$ cat src/rtl/pwm_multich.sv
// Multi-channel PWM sharing one period counter, with a prescaler tick enable
// and double-buffered period/duty/mode that switch at period boundaries.
module pwm_multich #(
  parameter int unsigned CH      = 4,
  parameter int unsigned CNT_W   = 8,
  parameter int unsigned PRESC_W = 16
) (
  input  logic                  clk,
  input  logic                  rst,
  input  logic                  enable,
  input  logic                  mode,
  input  logic [PRESC_W-1:0]    presc,
  input  logic [CNT_W-1:0]      period,
  input  logic [CH*CNT_W-1:0]   duty,
  input  logic                  load,
  output logic [CH-1:0]         pwm,
  output logic                  tick,
  output logic                  period_end,
  output logic                  load_pending
);

  localparam logic [0:0] DIR_UP = 1'b0;
  localparam logic [0:0] DIR_DN = 1'b1;

  logic [PRESC_W-1:0]  pcnt;
  logic [CNT_W-1:0]    cnt, cnt_nxt;
  logic [0:0]          dir, dir_nxt;
  logic [CNT_W-1:0]    per_a, per_s;
  logic [CH*CNT_W-1:0] duty_a, duty_s;
  logic                mode_a, mode_s;
  logic                center, boundary;
  logic [CH-1:0]       pwm_nxt;

  // Center mode: dir turns down on reaching P, so the top count belongs to the
  // falling slope. Rising compares cnt<D, falling cnt<=D: exactly 2*min(D,P)
  // high ticks centred on cnt=0.
  always_comb begin
    center   = mode_a && (per_a != '0);
    cnt_nxt  = cnt;
    dir_nxt  = dir;
    boundary = 1'b0;
    if (center) begin
      if (dir == DIR_UP) begin
        cnt_nxt = cnt + 1'b1;
        if (cnt_nxt >= per_a) dir_nxt = DIR_DN;
      end else begin
        cnt_nxt = cnt - 1'b1;
        if (cnt_nxt == '0) begin
          dir_nxt  = DIR_UP;
          boundary = 1'b1;
        end
      end
    end else begin
      dir_nxt = DIR_UP;
      if (cnt >= per_a) begin
        cnt_nxt  = '0;
        boundary = 1'b1;
      end else begin
        cnt_nxt = cnt + 1'b1;
      end
    end
  end

  always_comb begin
    pwm_nxt = '0;
    for (int unsigned i = 0; i < CH; i++) begin
      if (center && dir == DIR_DN)
        pwm_nxt[i] = (cnt <= duty_a[i*CNT_W +: CNT_W]);
      else
        pwm_nxt[i] = (cnt < duty_a[i*CNT_W +: CNT_W]);
    end
  end

  // A boundary always yields cnt=0/dir=up, which also covers the reset of
  // the counter required when the loaded mode differs from the active one.
  always_ff @(posedge clk or posedge rst) begin
    if (rst) begin
      pcnt         <= '0;
      cnt          <= '0;
      dir          <= DIR_UP;
      per_a        <= '0;
      duty_a       <= '0;
      mode_a       <= 1'b0;
      per_s        <= '0;
      duty_s       <= '0;
      mode_s       <= 1'b0;
      load_pending <= 1'b0;
      pwm          <= '0;
      tick         <= 1'b0;
      period_end   <= 1'b0;
    end else if (!enable) begin
      pcnt         <= '0;
      cnt          <= '0;
      dir          <= DIR_UP;
      tick         <= 1'b0;
      period_end   <= 1'b0;
      pwm          <= '0;
      load_pending <= 1'b0;
      if (load) begin
        per_a  <= period;
        duty_a <= duty;
        mode_a <= mode;
        per_s  <= period;
        duty_s <= duty;
        mode_s <= mode;
      end
    end else begin
      tick       <= (pcnt >= presc);
      pcnt       <= (pcnt >= presc) ? '0 : pcnt + 1'b1;
      pwm        <= pwm_nxt;
      period_end <= tick && boundary;
      if (tick) begin
        cnt <= cnt_nxt;
        dir <= dir_nxt;
      end
      if (load) begin
        per_s  <= period;
        duty_s <= duty;
        mode_s <= mode;
      end
      if (tick && boundary && (load_pending || load)) begin
        per_a        <= load ? period : per_s;
        duty_a       <= load ? duty   : duty_s;
        mode_a       <= load ? mode   : mode_s;
        load_pending <= 1'b0;
      end else if (load) begin
        load_pending <= 1'b1;
      end
    end
  end

endmodule
$ cat config.mk
export PLATFORM = sky130hd
export DESIGN_NAME = pwm_multich
export DESIGN_NICKNAME = d
export VERILOG_FILES = /design/src/rtl/pwm_multich.sv
export SDC_FILE = /design/constraint.sdc
export NUM_CORES = 1
export LEC_CHECK = 0
export CORE_MARGIN = 2
export CORE_UTILIZATION = 35
export DETAILED_ROUTE_END_ITERATION = 6
export DONT_BUFFER_PORTS = 1
export PLACE_DENSITY = 0.55
export SLEW_MARGIN = 10
export SYNTH_ARGS = -nofsm -noshare
export SYNTH_HDL_FRONTEND = slang
export SYNTH_SLANG_ARGS = --single-unit
$ cat constraint.sdc
create_clock -name clk -period 7.4 [get_ports clk]
set_clock_uncertainty 0.2 [all_clocks]
set_input_delay 1.48 -clock clk [delete_from_list [all_inputs] [get_ports clk]]
set_output_delay 1.48 -clock clk [all_outputs]
set_load 0.02 [all_outputs]
==> impl_metrics.env, run 1 <==
# yosys + openroad results
export IMPL_synth_seq_cells=114
export IMPL_cp_end_kind="flip-flop"
export IMPL_grt_pass1_vias=5617
export IMPL_grt_use_met3_pct=3.944
export IMPL_synth_largest_type_area_fraction_pct=39.94
export IMPL_final_util_pct=39.30
export IMPL_topCellsByArea="dfrtp_1, ha_1, mux2_2"
export IMPL_switching_share_pct=25.93
export IMPL_seqPwrFrac_pct=39.8
export IMPL_layout_cells_most_common="dfrtp_1"
export IMPL_pg_seq_uw=734
export IMPL_area_delta_synth_final_pct=10.61
export IMPL_worstPathArrival_ns=3.45
export IMPL_vias=5412
export IMPL_fmax_ghz=0.2957
export IMPL_cts_setup_buffers=0
export IMPL_fp_util_pct=35.53
export IMPL_critPathRequiredTime_ns=7.47
export IMPL_cp_startpoint="cnt[0]"
export IMPL_top_logic_kind="AND-OR/OR-AND gates"
export IMPL_p_switching_uw=478.4
export IMPL_wl_mm=18.36
export IMPL_rows=52
export IMPL_drv_cap=0
export IMPL_cts_root_buf="clkbuf_16"
export IMPL_port_buffer_count=0
export IMPL_hold_viol=0
export IMPL_wl_met2_mm=8.654
export IMPL_ant_nets=0
export IMPL_p_int_mw=1.367
export IMPL_cts_hold_buf=0
export IMPL_worst_pin_slew_ns=1.180
export IMPL_async_flop_share_pct=100.0
export IMPL_die_area_um2=21570
export IMPL_min_to="duty_s[27]"
export IMPL_max_vdd_ir_drop_mv=0.1516
export IMPL_grt_max_degree=88
export IMPL_grt_pass1_wl_mm=30.03
export IMPL_antenna_found_initial=1
export IMPL_run_status="finished, final reports clean"
export IMPL_pg_clk_uw=876
export IMPL_stdcell_count=961
export IMPL_wl_per_cell_um=19.11
export IMPL_drive_gt1_share_pct=15.22
export IMPL_fin_crit_sh_pct=45.71
export IMPL_synth_main_ff_cell="dfrtp_1"
export IMPL_simple_gate_share_pct=9.651
export IMPL_drt_pass1_iter_count=5
export IMPL_die_x_um=146.9
export IMPL_gp_congestion=0.8210
export IMPL_grt_overflow_total=0
export IMPL_drtIter0Drc=292
export IMPL_maxSlewViolCount=0
export IMPL_synth_cell_area_um2=7143
export IMPL_global_route_usage_met2_pct=28.00
export IMPL_highest_layer="met4"
export IMPL_top_area_cell="dfrtp_1"
export IMPL_mostFrequentLayoutCells="dfrtp_1, ha_1, inv_1"
export IMPL_num_fill_cells=1952
export IMPL_grt_usage_pct=17.55
export IMPL_leakagePower_nw=3.560
export IMPL_grt_busiest_layer="met2"
export IMPL_crit_type="flip-flop to flip-flop"
export IMPL_postSynthSeqShare_pct=39.94
export IMPL_netlist_instances=692
export IMPL_clock_sinks=114
export IMPL_combPwrFrac_pct=12.7
export IMPL_finalSetupViolations=0
export IMPL_whs_path_depth=1
export IMPL_yosys_area_um2=7143
export IMPL_met3_length_um=932
export IMPL_clock_latency_ns=0.41
export IMPL_hold_start="duty_s[27]"
export IMPL_hold_path_class="flip-flop to flip-flop"
export IMPL_wl_met1_mm=8.166
export IMPL_tns_ns=0
export IMPL_rsz0062_at_grt="false"
export IMPL_hpwlAfterDp_mm=12.45
export IMPL_final_nets=806
export IMPL_vias_per_cell=5.632
export IMPL_aoi_share_pct=21.00
export IMPL_r2r_start="cnt[0]"
export IMPL_r2r_slack_ns=4.02
export IMPL_io_pin_count=68
export IMPL_syn_avg_cell_area_um2=10.32
export IMPL_fin_hold_ws_ns=0.2940
export IMPL_tool_warnings=29
export IMPL_numCtsBuffers=17
export IMPL_dp_cells=928
export IMPL_maxSlewHeadroom_pct=20.83
export IMPL_path_clk_slew_ns=0.06
export IMPL_yosys_area_share_xor_xnor_pct=3.188
export IMPL_power_leader="the clock network"
export IMPL_crit_end="duty_a[0]"
export IMPL_top_regs="duty_a: 32 flops, duty_s: 32 flops, pcnt: 16 flops"
export IMPL_pg_comb_uw=235
export IMPL_drc=0
export IMPL_clk_path_buf_depth=2
export IMPL_cts_tree="built"
export IMPL_synthMuxAreaShare_pct=7.742
export IMPL_r2r_cells=9
export IMPL_cts_resized=0
export IMPL_ys_cells=692
export IMPL_startpoint_type="flip-flop"
export IMPL_met1_usage_pct=22.85
export IMPL_yosys_warnings=0
export IMPL_fp_nets=821
export IMPL_synth_cell_type_count=61
export IMPL_clockPowerShare_pct=47.5
export IMPL_period_needed_ns=3.382
export IMPL_fp_coreArea_um2=20100
export IMPL_power_density_nw_per_um2=233.5
export IMPL_htreeDepth=4
export IMPL_synthAdderAreaFrac_pct=11.91
export IMPL_r2r_end="duty_a[0]"
export IMPL_edf_count=0
export IMPL_dieHeight_um=146.9
export IMPL_finalPower_mw=1.845
export IMPL_cp_max_fo=33
## run 1: layout make-up
cell class                      count  area, um^2  area share (%)
Multi-Input combinational cell    482        3829           48.46
Sequential cell                   114        2853           36.10
Clock buffer                       19       442.9           5.606
Tap cell                          270       337.8           4.276
Inverter                           57       216.5           2.740
Clock inverter                     13       182.7           2.312
Timing Repair Buffer                5       37.54          0.4751
Antenna cell                        1       2.502         0.03167
## run 1: synthesized netlist by cell type, types with 3 or more instances
cell type / number
nor3_1: 4
clkbuf_8: 4
a21o_1: 6
mux2i_1: 8
a2111oi_0: 4
buf_2: 3
nor2b_1: 6
xnor2_1: 18
nand4_1: 15
dfrtp_1: 114
o22ai_1: 23
o32ai_1: 4
a221oi_1: 7
or4_2: 3
xor2_1: 8
a22oi_1: 34
buf_6: 5
nand2b_1: 7
a31oi_1: 4
nand2_1: 17
a22o_1: 4
clkbuf_1: 23
ha_1: 68
and3_1: 3
o22ai_2: 10
nor4_1: 9
a21oi_1: 26
o21ai_0: 46
mux2_2: 42
nor2_1: 22
or3_1: 3
inv_1: 56
a211oi_1: 11
o21a_1: 16
o211ai_1: 7
nand3_1: 24
## run 1: worst max-delay path: stages (launching register included)
cell      delay, ns
dfrtp_1        0.49
inv_1          0.26
ha_1           0.32
xor2_1         0.15
nor4_1         0.29
nand4_2        0.23
or3_4          0.42
a211oi_4       0.23
buf_4          0.46
o22ai_1        0.16
## run 1: through the flow
step | setup slack (ns) | instance area (um^2)
floorplan | 2.704 | 7143
global placement | 3.831 | 7273
detailed placement | 3.765 | 7273
CTS | 4.057 | 7899
global route | 3.700 | 7901
finish | 4.018 | 7901
==> run_1/layers.png <==
Scale bar: 50 um. Only two layers are drawn.
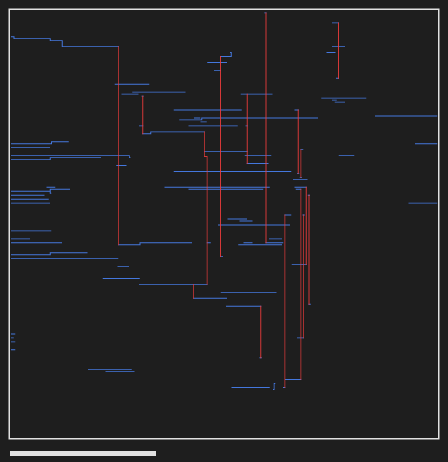
Key: red = M4 [wire length 609 um]; blue = M3 [wire length 933 um]

==> run_1/gates.png <==
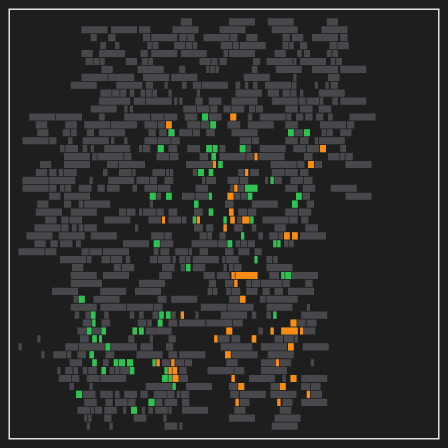
Key: orange = nor cells [cells 44, most used nor2_1]; green = nand cells [cells 64, most used nand3_1]

==> run_1/ff_map.png <==
Scale bar: 50 um. Other sequential cells in the stronger gray, the rest of the logic in the fainter gray.
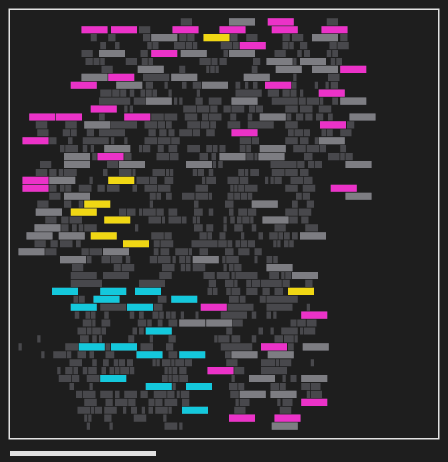
Key: yellow = per_a [flops 8]; cyan = pcnt [flops 16]; magenta = duty_s [flops 32, where widely spread]

==> run_1/class_map.png <==
Scale bar: 50 um.
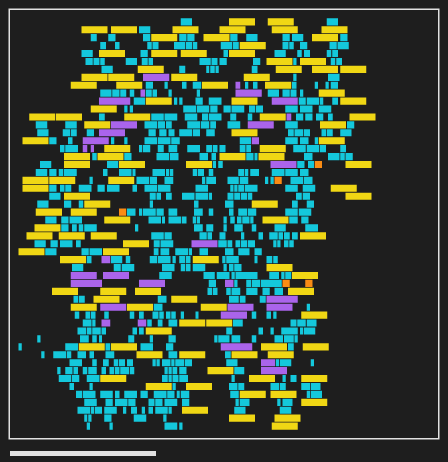
Key: cyan = remaining logic cells [cells 539, share of their area 53%]; orange = remaining buffers and delay cells [cells 5, share of their area 0.50%]; purple = clock drivers and dummy loads [cells 32, share of their area 8.3%]; yellow = registers [cells 114, share of their area 38%]

==> run 2, diff against run 1 <==
--- a/config.mk
+++ b/config.mk
@@ -9,7 +9,7 @@
 export CORE_UTILIZATION = 35
 export DETAILED_ROUTE_END_ITERATION = 6
 export DONT_BUFFER_PORTS = 1
-export PLACE_DENSITY = 0.55
+export PLACE_DENSITY = 0.57
 export SLEW_MARGIN = 10
 export SYNTH_ARGS = -nofsm -noshare
 export SYNTH_HDL_FRONTEND = slang
==> constraint.sdc (replaced) <==
create_clock -name clk -period 2.7 [get_ports clk]
set_clock_uncertainty 0.2 [all_clocks]
set_input_delay 0.54 -clock clk [delete_from_list [all_inputs] [get_ports clk]]
set_output_delay 0.54 -clock clk [all_outputs]
set_load 0.02 [all_outputs]
==> impl_metrics.env, run 2 <==
# yosys + openroad results
export IMPL_edf_count=0
export IMPL_numCtsBuffers=17
export IMPL_tns_ns=-0.3555
export IMPL_violations="negative hold slack, negative setup slack"
export IMPL_hold_path_class="input pin to asynchronous set/reset pin"
export IMPL_tool_warnings=33
export IMPL_synth_main_ff_cell="dfrtp_1"
export IMPL_io_pin_count=68
export IMPL_worstPathArrival_ns=2.80
export IMPL_htreeDepth=4
export IMPL_wl_per_cell_um=18.78
export IMPL_dpl_worst_slack_ns=-0.03829
export IMPL_ys_cells=692
export IMPL_dp_cells=965
export IMPL_drtIter0Drc=355
export IMPL_crit_type="flip-flop to flip-flop"
export IMPL_path_delay_family="simple AND/OR/NAND/NOR gates"
export IMPL_postSynthSeqShare_pct=39.94
export IMPL_cts_tree="built"
export IMPL_async_flop_share_pct=100.0
export IMPL_synth_most_common_cell="dfrtp_1"
export IMPL_finalSetupViolations=25
export IMPL_period_needed_ns=2.725
export IMPL_layout_cells_most_common="dfrtp_1"
export IMPL_gp_congestion=0.9338
export IMPL_clock_sinks=114
export IMPL_maxSlewHeadroom_pct=56.18
export IMPL_die_area_um2=21570
export IMPL_synth_seq_cells=114
export IMPL_synthTopCellsByCount="dfrtp_1, ha_1, inv_1"
export IMPL_top_regs="duty_a: 32 flops, duty_s: 32 flops, pcnt: 16 flops"
export IMPL_fin_crit_sh_pct=100.9
export IMPL_grt_pass1_wl_mm=30.70
export IMPL_num_fill_cells=1901
export IMPL_topCellsByArea="dfrtp_1, ha_1, mux2_2"
export IMPL_cp_max_fo=7
export IMPL_synth_cell_area_um2=7143
export IMPL_drv_cap=0
export IMPL_maxSlewViolCount=0
export IMPL_run_status="complete, but fails checks"
export IMPL_fp_nets=821
export IMPL_mostFrequentLayoutCells="dfrtp_1, ha_1, inv_1"
export IMPL_die_x_um=146.9
export IMPL_fin_hold_ws_ns=-0.05661
export IMPL_r2r_start="cnt[4]"
export IMPL_grt_usage_pct=17.87
export IMPL_cts_hold_buf=0
export IMPL_cpPeakStageDelay_ns=0.57
export IMPL_diodes=0
export IMPL_r2r_end="duty_a[28]"
export IMPL_max_vdd_ir_drop_mv=0.4103
export IMPL_drt_pass1_iter_count=5
export IMPL_yosys_warnings=0
export IMPL_dieHeight_um=146.9
export IMPL_grt_max_degree=115
export IMPL_grt_pass1_vias=5984
export IMPL_met1_usage_pct=21.40
export IMPL_yosys_area_um2=7143
export IMPL_grt_use_met3_pct=4.472
export IMPL_path_clk_slew_ns=0.06
export IMPL_synth_largest_type_area_fraction_pct=39.94
export IMPL_worstPathCellList="or4_4 > o21ai_4 > nand4_2 > or3_4 > a211oi_4 > buf_6 > buf_12 > o22ai_4"
export IMPL_rsz0062_at_grt="true"
export IMPL_power_density_nw_per_um2=595.9
export IMPL_cts_root_buf="clkbuf_16"
export IMPL_clock_latency_ns=0.41
export IMPL_startpoint_type="flip-flop"
export IMPL_synth_cell_type_count=61
export IMPL_r2r_cells=8
export IMPL_r2r_slack_ns=-0.03
export IMPL_path_buffers=2
export IMPL_worst_pin_slew_ns=0.6573
export IMPL_cpMaxStageDelayCell="or4_4"
export IMPL_netlist_instances=692
export IMPL_global_route_usage_met2_pct=30.63
export IMPL_leakagePower_nw=3.840
export IMPL_top_area_cell="dfrtp_1"
export IMPL_hold_viol=37
export IMPL_syn_avg_cell_area_um2=10.32
export IMPL_clk_path_buf_depth=2
export IMPL_setup_ws_ns=-0.02525
export IMPL_fp_util_pct=35.53
export IMPL_antenna_found_initial=0
export IMPL_final_nets=854
export IMPL_fmax_ghz=0.3669
export IMPL_ant_nets=0
[run 2: cell counts after synthesis]
No cell type changed its count.
[run 2: worst max path at each step]
stage / endpoint / cells after the start / from / slack (ns)
2_1_floorplan: duty_a[22] / 8 / cnt[4] / -0.06
3_3_place_gp: per_a[6] / 9 / per_a[4] / 0.004
3_5_place_dp: duty_a[10] / 9 / cnt[0] / -0.04
4_1_cts: duty_a[0] / 7 / cnt[4] / 0.0008
5_1_grt: per_a[1] / 8 / cnt[4] / -0.07
6_report: duty_a[28] / 8 / cnt[4] / -0.03
[run 2: logic make-up after synthesis]
group           synth area share [%]
compound gates                 21.00
simple gates                   9.652
flops                          39.94
buf+inv                        6.568
fa+ha+maj                      11.91
mux                            7.742
xor+xnor                       3.188
[run 2: cell type report]
type | count | area (um^2) | share of cell area [%]
repair buffers | 53 | 498.0 | 5.866
flip-flops and latches | 114 | 2853 | 33.60
well taps | 270 | 337.8 | 3.979
multi-input cells | 482 | 3959 | 46.63
inverters | 57 | 217.7 | 2.564
clock inverters | 9 | 126.4 | 1.489
clock buffers | 23 | 498.0 | 5.866
[run 2: layer usage]
layer	up-vias	part of all wire, %
met5	-	0
met1	2926	43
met2	120	51
li1	2650	-
met4	0	1.9
met3	30	4.3
[run 2: where the power goes]
part	switching (mW)	internal, mW	leakage, nW
logic	0.387	0.346	2.17
registers	0.112	1.88	1.36
clock network	0.763	1.57	0.309
[run 2: per-stage QoR]
step | total power [mW] | utilization, %
after floorplan | 2.535 | -
after global placement | 2.679 | 37.81
after detailed placement | 2.715 | 37.81
after CTS | 5.073 | 41.07
final | 5.059 | 42.23
after global routing | 5.305 | 42.23
[run 2: repair_timing]
action,in CTS,in global routing
endpoints found under the setup margin,34,43
pin swaps,1,10
gates cloned,0,2
resized,5,28
endpoints found under the hold margin,0,0
setup buffers,1,8
==> run_2/layers.png <==
Scale bar: 50 um. Only two layers are drawn.
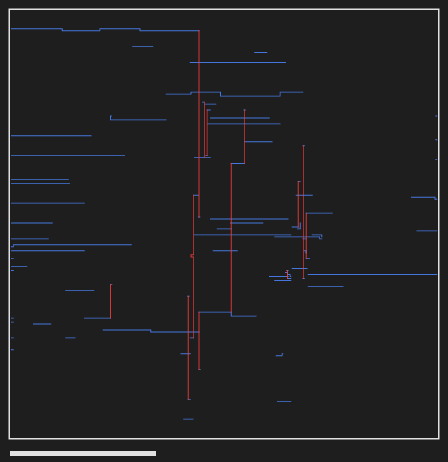
Vias: 5726
drt total wl: 18.93 mm

==> run_2/class_map.png <==
Scale bar: 50 um.
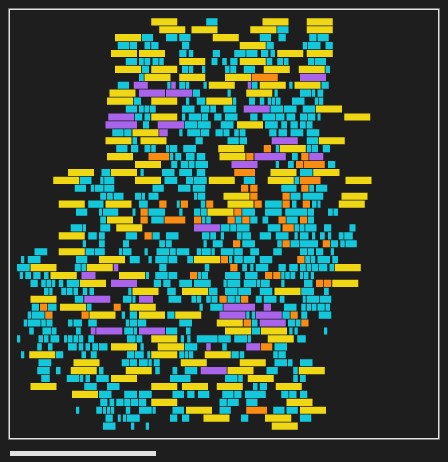
Layout Cell Area excl Fill: 8489 um^2
row count: 52
core region area: 20100 um^2

Power is estimated from default activity; no workload was simulated.
